<file path="config.mk">
export PLATFORM = sky130hd
export DESIGN_NAME = double_pulse_gen
export DESIGN_NICKNAME = d
export VERILOG_FILES = /design/src/rtl/double_pulse_gen_pkg.sv /design/src/rtl/double_pulse_gen_phase_timer.sv /design/src/rtl/double_pulse_gen.sv
export SDC_FILE = /design/constraint.sdc
export NUM_CORES = 1
export LEC_CHECK = 0
export CELL_PAD_IN_SITES_DETAIL_PLACEMENT = 1
export CELL_PAD_IN_SITES_GLOBAL_PLACEMENT = 1
export CORE_MARGIN = 1
export CORE_UTILIZATION = 46
export CTS_CLUSTER_DIAMETER = 40
export CTS_CLUSTER_SIZE = 16
export DETAILED_ROUTE_END_ITERATION = 10
export PLACE_DENSITY_LB_ADDON = 0.1
export SLEW_MARGIN = 20
export SYNTH_ARGS = -nofsm -noshare
export SYNTH_HDL_FRONTEND = slang
export SYNTH_SLANG_ARGS = --single-unit
</file>
<file path="constraint.sdc">
create_clock -name clk -period 2.8 [get_ports clk]
set_input_delay 0.28 -clock clk [delete_from_list [all_inputs] [get_ports clk]]
set_output_delay 0.28 -clock clk [all_outputs]
set_load 0.02 [all_outputs]
</file>
<file path="src/rtl/double_pulse_gen_pkg.sv">
// Shared definitions for the double-pulse transmitter: state encodings,
// default widths and the per-state line level.
package double_pulse_gen_pkg;

  localparam int CNT_W_DEF   = 8;
  localparam int GAP_MIN_DEF = 1;

  typedef enum logic [2:0] {
    ST_IDLE = 3'd0,
    ST_HI1  = 3'd1,
    ST_LO1  = 3'd2,
    ST_HI2  = 3'd3,
    ST_LO2  = 3'd4
  } state_t;

  // Line level driven while in a given state.
  function automatic logic state_level(input state_t s);
    return (s == ST_HI1) || (s == ST_HI2);
  endfunction

endpackage

</file>
<file path="src/rtl/double_pulse_gen_phase_timer.sv">
// Loadable down-counter timing one protocol phase; expired flags a count of zero.
// It holds at zero rather than wrapping, so an idle timer always reads expired.
module double_pulse_gen_phase_timer #(
  parameter int CNT_W = 8
) (
  input  logic             clk,
  input  logic             rst_n,
  input  logic             i_load,
  input  logic [CNT_W-1:0] i_load_val,
  input  logic             i_clr,
  output logic             o_expired
);

  logic [CNT_W-1:0] r_cnt;

  always_ff @(posedge clk or negedge rst_n) begin
    if (!rst_n) begin
      r_cnt <= '0;
    end else if (i_clr) begin
      r_cnt <= '0;
    end else if (i_load) begin
      r_cnt <= i_load_val;
    end else if (r_cnt != '0) begin
      r_cnt <= r_cnt - 1'b1;
    end
  end

  assign o_expired = (r_cnt == '0);

endmodule

</file>
<file path="src/rtl/double_pulse_gen.sv">
// Double-pulse transmitter: drives HIGH, LOW, HIGH, LOW phases of programmable
// width on o_a_out per accepted start, with busy/done handshake and abort.
//
// state | meaning
// IDLE  | waiting for start; line low
// HI1   | first HIGH phase, hi cycles
// LO1   | separating LOW phase, lo cycles
// HI2   | second HIGH phase, hi cycles
// LO2   | trailing LOW, max(lo, GAP_MIN) cycles; done on exit
module double_pulse_gen
  import double_pulse_gen_pkg::*;
#(
  parameter int CNT_W   = CNT_W_DEF,
  parameter int GAP_MIN = GAP_MIN_DEF
) (
  input  logic             clk,
  input  logic             rst_n,
  input  logic             i_start,
  input  logic             i_abort,
  input  logic [CNT_W-1:0] i_hi_len,
  input  logic [CNT_W-1:0] i_lo_len,
  output logic             o_a_out,
  output logic             o_busy,
  output logic             o_done
);

  localparam logic [CNT_W-1:0] ONE = CNT_W'(1);
  localparam logic [CNT_W-1:0] GAP = CNT_W'(GAP_MIN);

  function automatic logic [CNT_W-1:0] eff_len(input logic [CNT_W-1:0] len);
    return (len == '0) ? ONE : len;
  endfunction

  state_t           r_state;
  state_t           w_state_nxt;
  logic [CNT_W-1:0] r_hi_len;
  logic [CNT_W-1:0] r_lo_len;
  logic [CNT_W-1:0] r_trail_len;
  logic [CNT_W-1:0] w_hi_eff;
  logic [CNT_W-1:0] w_lo_eff;
  logic             w_accept;
  logic             w_load;
  logic [CNT_W-1:0] w_load_val;
  logic             w_clr;
  logic             w_expired;
  logic             w_done_nxt;
  logic             r_a_out;
  logic             r_busy;
  logic             r_done;

  assign w_hi_eff = eff_len(i_hi_len);
  assign w_lo_eff = eff_len(i_lo_len);
  // Abort beats start in IDLE, so an abort/start pair never launches a pattern.
  assign w_accept = (r_state == ST_IDLE) && i_start && !i_abort;

  double_pulse_gen_phase_timer #(.CNT_W(CNT_W)) u_timer (
    .clk        (clk),
    .rst_n      (rst_n),
    .i_load     (w_load),
    .i_load_val (w_load_val),
    .i_clr      (w_clr),
    .o_expired  (w_expired)
  );

  always_ff @(posedge clk or negedge rst_n) begin
    if (!rst_n) begin
      r_hi_len    <= '0;
      r_lo_len    <= '0;
      r_trail_len <= '0;
    end else if (w_accept) begin
      r_hi_len    <= w_hi_eff;
      r_lo_len    <= w_lo_eff;
      r_trail_len <= (w_lo_eff > GAP) ? w_lo_eff : GAP;
    end
  end

  always_comb begin
    w_state_nxt = r_state;
    w_load      = 1'b0;
    w_load_val  = '0;
    w_clr       = 1'b0;
    w_done_nxt  = 1'b0;
    if ((r_state != ST_IDLE) && i_abort) begin
      w_state_nxt = ST_IDLE;
      w_clr       = 1'b1;
    end else begin
      case (r_state)
        ST_IDLE: begin
          if (w_accept) begin
            w_state_nxt = ST_HI1;
            w_load      = 1'b1;
            w_load_val  = w_hi_eff - ONE;
          end
        end
        ST_HI1: begin
          if (w_expired) begin
            w_state_nxt = ST_LO1;
            w_load      = 1'b1;
            w_load_val  = r_lo_len - ONE;
          end
        end
        ST_LO1: begin
          if (w_expired) begin
            w_state_nxt = ST_HI2;
            w_load      = 1'b1;
            w_load_val  = r_hi_len - ONE;
          end
        end
        ST_HI2: begin
          if (w_expired) begin
            w_state_nxt = ST_LO2;
            w_load      = 1'b1;
            w_load_val  = r_trail_len - ONE;
          end
        end
        ST_LO2: begin
          if (w_expired) begin
            w_state_nxt = ST_IDLE;
            w_done_nxt  = 1'b1;
          end
        end
        default: begin
          w_state_nxt = ST_IDLE;
          w_clr       = 1'b1;
        end
      endcase
    end
  end

  // Outputs are registered copies of what the next state implies.
  always_ff @(posedge clk or negedge rst_n) begin
    if (!rst_n) begin
      r_state <= ST_IDLE;
      r_a_out <= 1'b0;
      r_busy  <= 1'b0;
      r_done  <= 1'b0;
    end else begin
      r_state <= w_state_nxt;
      r_a_out <= state_level(w_state_nxt);
      r_busy  <= (w_state_nxt != ST_IDLE);
      r_done  <= w_done_nxt;
    end
  end

  assign o_a_out = r_a_out;
  assign o_busy  = r_busy;
  assign o_done  = r_done;

endmodule

</file>
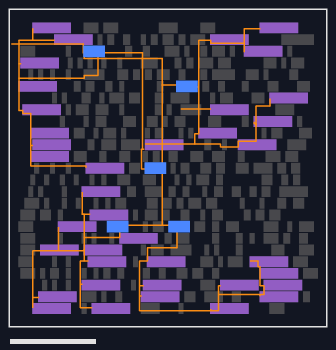
clk_routes.png
Scale bar: 20 µm.
[blue] clock drivers | count: 5
[orange] clock wires | length: 471 µm
[purple] flip-flops | count: 38
routed clock nets	6
flops lie	widely spread
Clock Latency Late Sink: 0.29 ns
clock share of power: 0.212
Clock Skew: 0.006749 ns
Clk. pwr: 0.436 mW

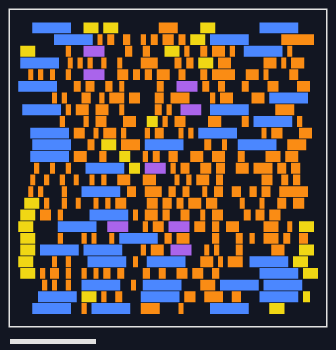
placement_by_type.png
Scale bar: 20 µm.
color	class	cells
orange	combinational and other logic	227
blue	flops	38
purple	clock drivers and dummy loads	8
yellow	other buffers and delay cells	25

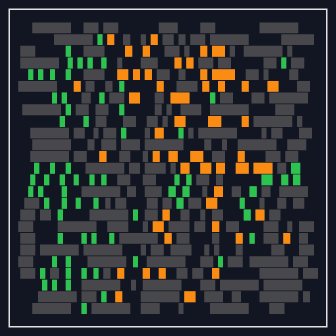
logic_types.png
color	family	cells
orange	inverting AOI/OAI gates	50
green	NAND gates	70
dominant logic cell type in the layout: nand2_1
Final Non-Filler Cells: 365
Comb/total area: 0.4813

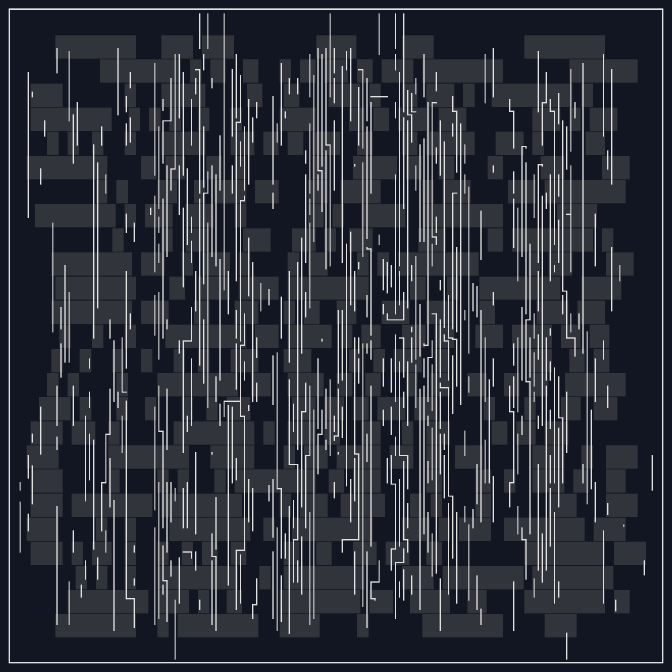
layer_met2.png
longest straight run	32.6 µm
main direction	vertical

==> impl_metrics.tcl <==
# metrics dict for downstream scripts
set metrics [dict create \
    rows 25 \
    ys_types 50 \
    clkSinkCount 38 \
    tightest_slew_ns 0.8597 \
    top_area_cell "dfrtp_1" \
    nets 321 \
    p_total_mw 2.062 \
    fin_setup_tns_ns 0 \
    grt_max_degree 39 \
    tool_warnings 26 \
    die_h_um 73.53 \
    fin_crit_ns 2.250 \
    hold_buffers 0 \
    edf_count 0 \
    crit_end "u_timer.r_cnt[4]" \
    drive_above_1_share 0.08725 \
    dpl_cell_area_um2 2635 \
    fill_cells 594 \
    drtPass1Iterations 4 \
    path_max_fanout 8 \
    ctsResizeCount 0 \
    status "completed" \
    clk_path_buf_depth 2 \
    finalHoldViolations 0 \
    leakagePower_nw 1.156 \
    finalWorstSetupSlack_ns 0.5502 \
    ys_cells 275 \
    routed-via-count 2084 \
    htreeDepth 2 \
    critPathLaunch "u_timer.r_cnt[0]" \
    post-place-ws_ns 0.4966 \
    synth_top_area_share 0.4040 \
    ys.warnings.count 0 \
    worst_setup_path_start_kind "flop" \
    remaining_drc_errors 0 \
    min_path_type "primary input to async pin" \
    fp_util 0.4886 \
    cp.arrival_ns 2.45 \
    gr-total-overflow 0 \
    regArea_um2 950.9 \
]
[routing by layer]
| metal | part of all wire | global-route usage |
|---|---|---|
| met1 | 0.48 | 0.3603 |
| met2 | 0.49 | 0.4434 |
| met3 | 0.022 | 0.03704 |
| met4 | 0.0096 | 0.06838 |
| met5 | 0 | 0 |
[worst min-delay path by stage]
stage                      from                to  slack, ns  depth (start not counted)
after floorplan           rst_n           o_a_out      -0.02                          0
after global placement    rst_n            o_done       0.43                          1
after detailed placement  rst_n            o_done       0.43                          1
after CTS                 rst_n  u_timer.r_cnt[0]       0.12                          1
after global routing      rst_n            o_busy       0.16                          1
final                     rst_n  u_timer.r_cnt[0]        0.1                          1
[power breakdown]
| part | internal (mW) | switching, mW |
|---|---|---|
| registers | 0.695 | 0.188 |
| clock network | 0.249 | 0.188 |
| logic | 0.344 | 0.399 |
| total | 1.29 | 0.775 |
[critical path: stages, from the launching register on]
cell and delay (ns):
dfrtp_1 0.40, inv_1 0.09, ha_1 0.18, nor3b_2 0.39, nand3_1 0.43, nor2_1 0.30, a31oi_1 0.10, a311oi_1 0.27
[logic make-up (layout without fill, tap and decap cells)]
kind of cell | Yosys count | count (layout) | share of synthesized area
multiplexers | 2 | 2 | 0.008506
adder cells (fa/ha/maj) | 5 | 5 | 0.02552
AND/OR/NAND/NOR | 131 | 131 | 0.2876
XOR/XNOR | 20 | 20 | 0.07443
buffers and inverters | 21 | 44 | 0.03456
flip-flops | 38 | 38 | 0.4040
AND-OR/OR-AND | 58 | 58 | 0.1653
[area by class of cell]
class                   instances  share of cell area
well taps                      67             0.03054
clock buffers                   8             0.04011
flip-flops and latches         38              0.3464
multi-input cells             216              0.4813
repair buffers                 25             0.08660
inverters                      11             0.01504
Power is estimated from default activity; no workload was simulated.
